Fig. 1: run 1, M1 wires
Scale bar: 50 um. Supply wires on this layer in gray.
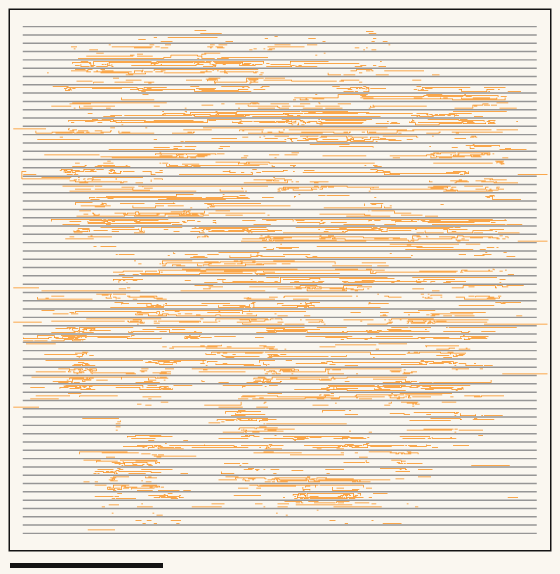
Fig. 2: run 1, signal wires on met2
Scale bar: 50 um.
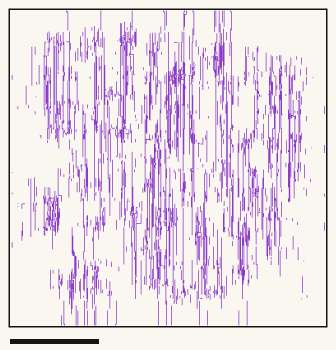
Fig. 3: run 1, met3 routing
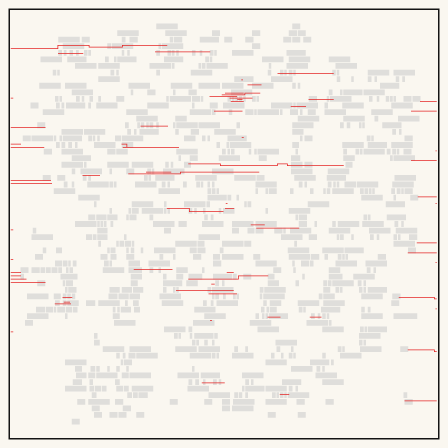
## src/rtl/stream_packer.sv

```systemverilog
// stream_packer: packs PACK valid samples per word into a show-ahead FIFO with overflow reporting.
// Revision 1.0
`default_nettype none

module stream_packer #(
  parameter int WIDTH = 8,
  parameter int PACK  = 4,
  parameter int DEPTH = 4
) (
  input  logic                       clk,
  input  logic                       rst,
  input  logic [WIDTH-1:0]           i_data,
  input  logic                       i_valid,
  input  logic                       i_flush,
  output logic [WIDTH*PACK-1:0]      o_data,
  output logic                       o_valid,
  input  logic                       i_ready,
  output logic [$clog2(DEPTH):0]     o_level,
  output logic                       o_overflow,
  output logic [7:0]                 o_drop_cnt
);

  localparam int CW = $clog2(PACK);
  localparam int AW = $clog2(DEPTH);
  localparam int LW = AW + 1;
  localparam int OW = WIDTH * PACK;

  logic [CW-1:0]  cnt;
  logic [OW-1:0]  lanes;
  logic [OW-1:0]  packed_word;
  logic           push_req;
  logic           pop;
  logic           full;
  logic           push_ok;
  logic           drop;

  logic [OW-1:0]  mem [DEPTH];
  logic [AW-1:0]  wr_ptr;
  logic [AW-1:0]  rd_ptr;
  logic [LW-1:0]  level;
  logic           overflow;
  logic [7:0]     drop_cnt;

  // The pushed word must already contain a sample arriving in the same cycle.
  always_comb begin
    packed_word = lanes;
    for (int k = 0; k < PACK; k++) begin
      if (i_valid && cnt == CW'(k)) begin
        packed_word[k*WIDTH +: WIDTH] = i_data;
      end
    end
  end

  assign push_req = (i_valid && cnt == CW'(PACK - 1)) ||
                    (i_flush && (cnt != '0 || i_valid));

  always_ff @(posedge clk or negedge rst) begin
    if (!rst) begin
      cnt   <= '0;
      lanes <= '0;
    end else if (push_req) begin
      cnt   <= '0;
      lanes <= '0;
    end else if (i_valid) begin
      cnt   <= cnt + CW'(1);
      lanes <= packed_word;
    end
  end

  assign pop     = (level != '0) && i_ready;
  assign full    = (level == LW'(DEPTH));
  assign push_ok = push_req && (!full || pop);
  assign drop    = push_req && full && !pop;

  always_ff @(posedge clk or negedge rst) begin
    if (!rst) begin
      for (int i = 0; i < DEPTH; i++) begin
        mem[i] <= '0;
      end
      wr_ptr   <= '0;
      rd_ptr   <= '0;
      level    <= '0;
      overflow <= 1'b0;
      drop_cnt <= '0;
    end else begin
      if (push_ok) begin
        mem[wr_ptr] <= packed_word;
        wr_ptr      <= wr_ptr + AW'(1);
      end
      if (pop) begin
        rd_ptr <= rd_ptr + AW'(1);
      end
      case ({push_ok, pop})
        2'b10:   level <= level + LW'(1);
        2'b01:   level <= level - LW'(1);
        default: level <= level;
      endcase
      if (drop) begin
        overflow <= 1'b1;
        if (drop_cnt != 8'hFF) begin
          drop_cnt <= drop_cnt + 8'd1;
        end
      end
    end
  end

  assign o_data     = mem[rd_ptr];
  assign o_valid    = (level != '0);
  assign o_level    = level;
  assign o_overflow = overflow;
  assign o_drop_cnt = drop_cnt;

`ifndef SYNTHESIS
`ifndef __ICARUS__
  a_level_bound: assert property (@(posedge clk) disable iff (!rst) o_level <= LW'(DEPTH));
  a_drop_mono:   assert property (@(posedge clk) disable iff (!rst) o_drop_cnt >= $past(o_drop_cnt));
  a_valid_level: assert property (@(posedge clk) disable iff (!rst) !o_valid || (o_level != '0));
`endif
`endif

endmodule

`default_nettype wire

```

## config.mk

```make
export PLATFORM = sky130hd
export DESIGN_NAME = stream_packer
export DESIGN_NICKNAME = d
export VERILOG_FILES = /design/src/rtl/stream_packer.sv
export SDC_FILE = /design/constraint.sdc
export NUM_CORES = 1
export LEC_CHECK = 0
export CORE_MARGIN = 4
export CORE_UTILIZATION = 27
export CTS_BUF_LIST = sky130_fd_sc_hd__clkbuf_8
export DETAILED_ROUTE_END_ITERATION = 12
export GPL_TIMING_DRIVEN = 0
export PLACE_DENSITY_LB_ADDON = 0.05
export RECOVER_POWER = 50
export SLEW_MARGIN = 10
export SYNTH_ARGS = -nofsm -noshare
export SYNTH_HDL_FRONTEND = slang
export SYNTH_SLANG_ARGS = --single-unit
```

## constraint.sdc

```tcl
create_clock -name clk -period 4.73 [get_ports clk]
set_clock_uncertainty 0.1 [all_clocks]
set_input_delay 0.7095 -clock clk [delete_from_list [all_inputs] [get_ports clk]]
set_output_delay 0.7095 -clock clk [all_outputs]
set_load 0.03 [all_outputs]
```

==> impl_metrics.yaml, run 1 <==
# flow metrics
run_status:
  status: "finished, violations left"
  violations: "max-capacitance violations, max-slew violations"
routing:
  wl_met2_um: 10570
  drc_errors: 0
synth:
  synth_seq_share: 0.5790
  top_cell: "dfrtp_1"
  muxShareOfSynthArea: 0.1428
  synth.distinct_cells: 45
  synthFlopType: "dfrtp_1"
  largest_area_cell: "dfrtp_1"
  ys_sh_simple: 0.1005
global_routing:
  grtUsageTotal: 0.1482
clocking:
  cts_tree: "done"
  cts.hold.buffers_added: 0
  clock_path_buffers: 2
run:
  warnings: 34
  max_cap_violations: 1
power_and_ir_drop:
  power_frac_seq: 0.393
  p_sw_frac: 0.4191
  p_switching_mw: 2.517
  combPwrFrac: 0.438
  power_top_consumer: "combinational logic"
critical_path:
  rr_startpoint: "cnt[0]"
  crit_start: "rd_ptr[0]"
layout:
  nFillCells: 2917
  sh_seq_area: 0.4895
  fin_util: 0.3258
  final-clk-cell-share: 0.04194
  flops: 178
die:
  die_area_mm2: 0.03126
  die_w_um: 176.8
  core_area_mm2: 0.02793
timing:
  hold_viol_final: 0
  setup_tns_ps: 0
  slew_headroom: -0.8332
  drv_slew: 102
  finalSetupViolCount: 0
hold_path:
  hp-class: "reg -> reg"
placed_design:
  post_dp_cell_area_mm2: 0.008777
## Picture notes: Fig. 1
longest straight run	74.1 um
share of all routed wire	48%
main direction	horizontal
nets with wire on the layer	717
met1 Usage GRT: 0.2104
WL final: 22190 um
Via Count: 5470

## Picture notes: Fig. 2
share of all routed wire	48%
longest straight run	71.1 um
nets with wire on the layer	637
wire length on this layer	10600 um
GRT met2 Usage: 0.2366

## Picture notes: Fig. 3
longest straight run	32.4 um
nets with wire on the layer	54
GRT met3 Usage: 0.03162

## run 1: worst paths after layout
| check | cells after the start | slack [ps] | to |
|---|---|---|---|
| min reg2reg | 2 | 380 | mem[12] |
| min in group asynchronous | 2 | 1260 | mem[105] |
| max | 4 | 750 | o_data[25] |
| min | 2 | 380 | mem[12] |
| max reg2reg | 7 | 1790 | mem[27] |
| max in group asynchronous | 2 | 1680 | mem[31] |
## run 1: worst max-delay path: stages (launching register included)
cell and delay (ps):
dfrtp_1 340, clkbuf_1 400, clkbuf_1 700, mux4_2 650, clkdlybuf4s50_1 620
## run 1: logic make-up after synthesis
logic type	count (synthesis)
buffers and inverters	50
AND-OR/OR-AND	163
XOR/XNOR	8
flip-flops	178
multiplexers	69
adder cells (fa/ha/maj)	10
AND/OR/NAND/NOR	190
==> inputs of run 2 (changes only) <==
==> constraint.sdc (replaced) <==
create_clock -name clk -period 4 [get_ports clk]
set_clock_uncertainty 0.1 [all_clocks]
set_input_delay 0.6 -clock clk [delete_from_list [all_inputs] [get_ports clk]]
set_output_delay 0.6 -clock clk [all_outputs]
set_load 0.03 [all_outputs]
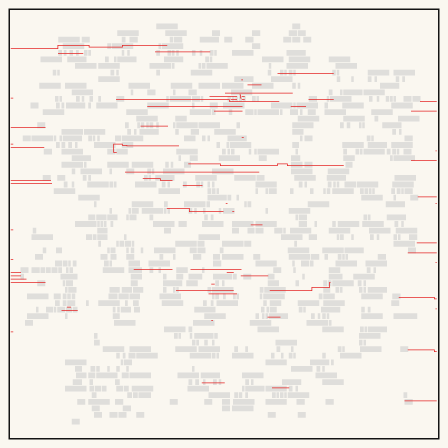
Fig. 4. Met3 routing (run 2).
share of all routed wire	3.9%
main direction	horizontal
wire length on this layer	855 um
WL final: 22170 um
Via Count: 5454

==> run 2 against run 1 <==
The flow still finishes with violations (max-capacitance violations, max-slew violations). Critical path depth did not move. Die size did not move. Sequential share of layout area is 0.074 points higher. Hold slack worse by 0.51 ps. Highest routed layer unchanged.
==> impl_metrics.yaml, run 2 <==
# flow metrics
layout:
  largest_register_ffs: 128
  fin_util: 0.3253
  final-clk-cell-share: 0.04200
  flops: 178
  sh_seq_area: 0.4902
  nets: 767
  synthToLayoutAreaGrowth_pct: 18.10
  nFillCells: 2916
timing:
  drv_slew: 102
  finalSetupViolCount: 0
  setup_tns_ps: 0
  slew_headroom: -0.8338
critical_path:
  crit_chain: "clkbuf_1, buf_2, mux4_2, clkdlybuf4s50_1"
  cpPeakStageDelay_ps: 620
  crit_fanout: 10
  slowest_stage: "clkdlybuf4s50_1"
synth:
  synth_seq_share: 0.5790
  synth.distinct_cells: 45
  largest_area_cell: "dfrtp_1"
  muxShareOfSynthArea: 0.1428
  ys_sh_simple: 0.1005
  fa_ha_area_frac: 0.01724
  top_cell: "dfrtp_1"
routing:
  drt-met1-wl_um: 10550
  drc_errors: 0
  drtAntennaViolNets: 0
  wl_per_cell_um: 19.53
run_status:
  status: "finished, violations left"
  violations: "max-capacitance violations, max-slew violations"
global_routing:
  grt_pass1_vias: 5753
  use_met3: 0.03162
  grtUsageTotal: 0.1482
  grt_util_met1: 0.2104
  antenna_found_initial: 0
power_and_ir_drop:
  power_top_consumer: "combinational logic"
  p_sw_frac: 0.4193
  power_frac_seq: 0.394
  p_switching_mw: 2.971
  combPwrFrac: 0.436
  total_power_mw: 7.086
die:
  core_area_mm2: 0.02793
  die_w_um: 176.8
  die_area_mm2: 0.03126
run:
  warnings: 34
  max_cap_violations: 1
clocking:
  cts.hold.buffers_added: 0
  clock_path_buffers: 2
  cts_tree: "done"
hold_path:
  hp-class: "reg -> reg"
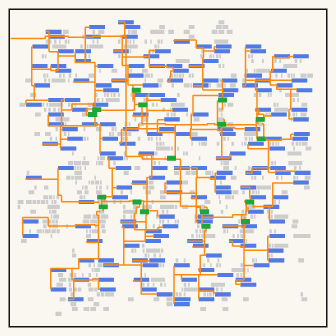
Fig. 5. Clock wires, drivers and flops (run 2).
[cells driving clock nets] green | count: 17
[flip-flops] blue | count: 178
[clock wires] orange | length: 2420 um
flops lie	widely spread
clk_lat worst skew: 460 ps
Clock group: 1.20 mW
clock power share: 0.170

-- run 2: netlist changes by cell type in the layout (fill, tap and decap cells not counted), sizes merged --
cell / delta
clkdlybuf4s50: -1
clkbuf: +1
buf: -1
dlygate4sd3: +1
-- run 2: worst paths after layout --
check	end	cells past startpoint	from	slack, ps
min reg2reg	mem[57]	2	mem[57]	380
max in group asynchronous	mem[31]	2	rst	1050
min	mem[57]	2	mem[57]	380
max reg2reg	mem[27]	6	o_level[0]	1030
min in group asynchronous	mem[105]	2	rst	1150
max	o_data[21]	4	rd_ptr[0]	420
-- run 2: critical path, delay by kind of cell, from the launching register on --
family / cells / cell delay, ps
buf+inv: 3 / 1490
flops: 1 / 340
mux: 1 / 590
==> inputs of run 3 (changes only) <==
--- a/config.mk
+++ b/config.mk
@@ -6,7 +6,7 @@
 export NUM_CORES = 1
 export LEC_CHECK = 0
 export CORE_MARGIN = 4
-export CORE_UTILIZATION = 27
+export CORE_UTILIZATION = 60
 export CTS_BUF_LIST = sky130_fd_sc_hd__clkbuf_8
 export DETAILED_ROUTE_END_ITERATION = 12
 export GPL_TIMING_DRIVEN = 0
==> constraint.sdc (replaced) <==
create_clock -name clk -period 3.6 [get_ports clk]
set_clock_uncertainty 0.1 [all_clocks]
set_input_delay 0.54 -clock clk [delete_from_list [all_inputs] [get_ports clk]]
set_output_delay 0.54 -clock clk [all_outputs]
set_load 0.03 [all_outputs]
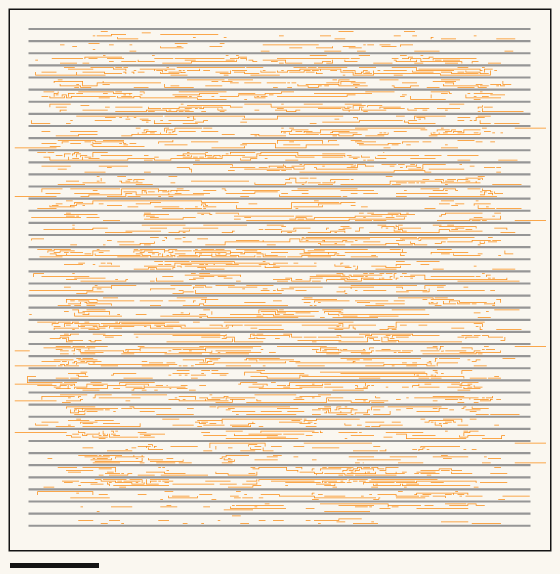
Fig. 6. M1 wires (run 3).
Scale bar: 20 um. Supply wires on this layer in gray.
wire length on this layer	7420 um
main direction	horizontal
longest straight run	38.2 um
nets with wire on the layer	722
WL final: 18090 um
met1 Usage GRT: 0.3514

==> run 3 against run 2 <==
The run still ends with max-capacitance violations, max-slew violations left. Count of clock-buffer cells in the layout increased by 2. Routed wire length decreased by 18%. Largest cell class unchanged. Critical path depth unchanged. Critical endpoint is now o_data[18]. Combinational power rose by 8.1%. Die size down 53%. Synthesized area unchanged. Final area shrank 2.4%. Worst setup slack got worse by 250 ps.
==> impl_metrics.yaml, run 3 <==
# flow metrics
critical_path:
  rr_startpoint: "cnt[0]"
  cp_num_cells: 4
  crit_path_end: "o_data[18]"
  r2r_cells: 7
  r2r_end: "mem[104]"
  path_buffers: 3
  crit_fanout: 10
  crit_chain: "clkbuf_1, clkbuf_1, mux4_2, clkdlybuf4s50_1"
power_and_ir_drop:
  p_switching_mw: 3.093
  power_frac_seq: 0.395
synth:
  fa_ha_area_frac: 0.01724
  ys_sh_simple: 0.1005
  synth_seq_share: 0.5790
  synth.distinct_cells: 45
layout:
  nets: 766
  largest_register_ffs: 128
  fin_util: 0.7058
die:
  die_area_mm2: 0.01470
  die_w_um: 121.2
clocking:
  clk_latency_ps: 460
  cts_tree: "done"
global_routing:
  grtUsageTotal: 0.2642
routing:
  drtAntennaViolNets: 0
timing:
  drv_slew: 65
run:
  max_cap_violations: 1
run_status:
  violations: "max-capacitance violations, max-slew violations"
  status: "finished, violations left"
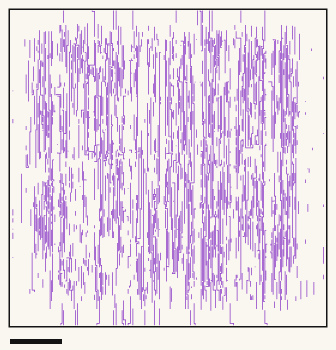
Fig. 7. Signal wires on met2 (run 3).
Scale bar: 20 um.
share of all routed wire	51%
main direction	vertical
longest straight run	50.3 um
wire length on this layer	9230 um
nets with wire on the layer	647
GRT met2 Usage: 0.4317
Via Count: 5521

run 3: how the worst min path moves through the flow:
stage               start    endpoint  slack [ps]  cells past startpoint
2_1_floorplan         rst      cnt[0]         140                      0
3_3_place_gp   o_overflow  o_overflow         350                      1
3_5_place_dp   o_overflow  o_overflow         360                      1
4_1_cts           i_valid      cnt[1]         300                      2
5_1_grt           i_valid      cnt[1]         320                      2
6_report          i_valid      cnt[1]         340                      2
run 3: power by group through the flow:
stage / Combinational (mW) / Sequential (mW) / Clock, mW
2_1_floorplan: 2.23 / 3.10 / 0
3_3_place_gp: 3.29 / 3.10 / 0
3_5_place_dp: 3.39 / 3.15 / 0
4_1_cts: 3.38 / 3.13 / 1.49
5_1_grt: 3.62 / 3.23 / 1.58
6_report: 3.34 / 3.14 / 1.47
No activity file was given, so power comes from the tool's default toggle rates.
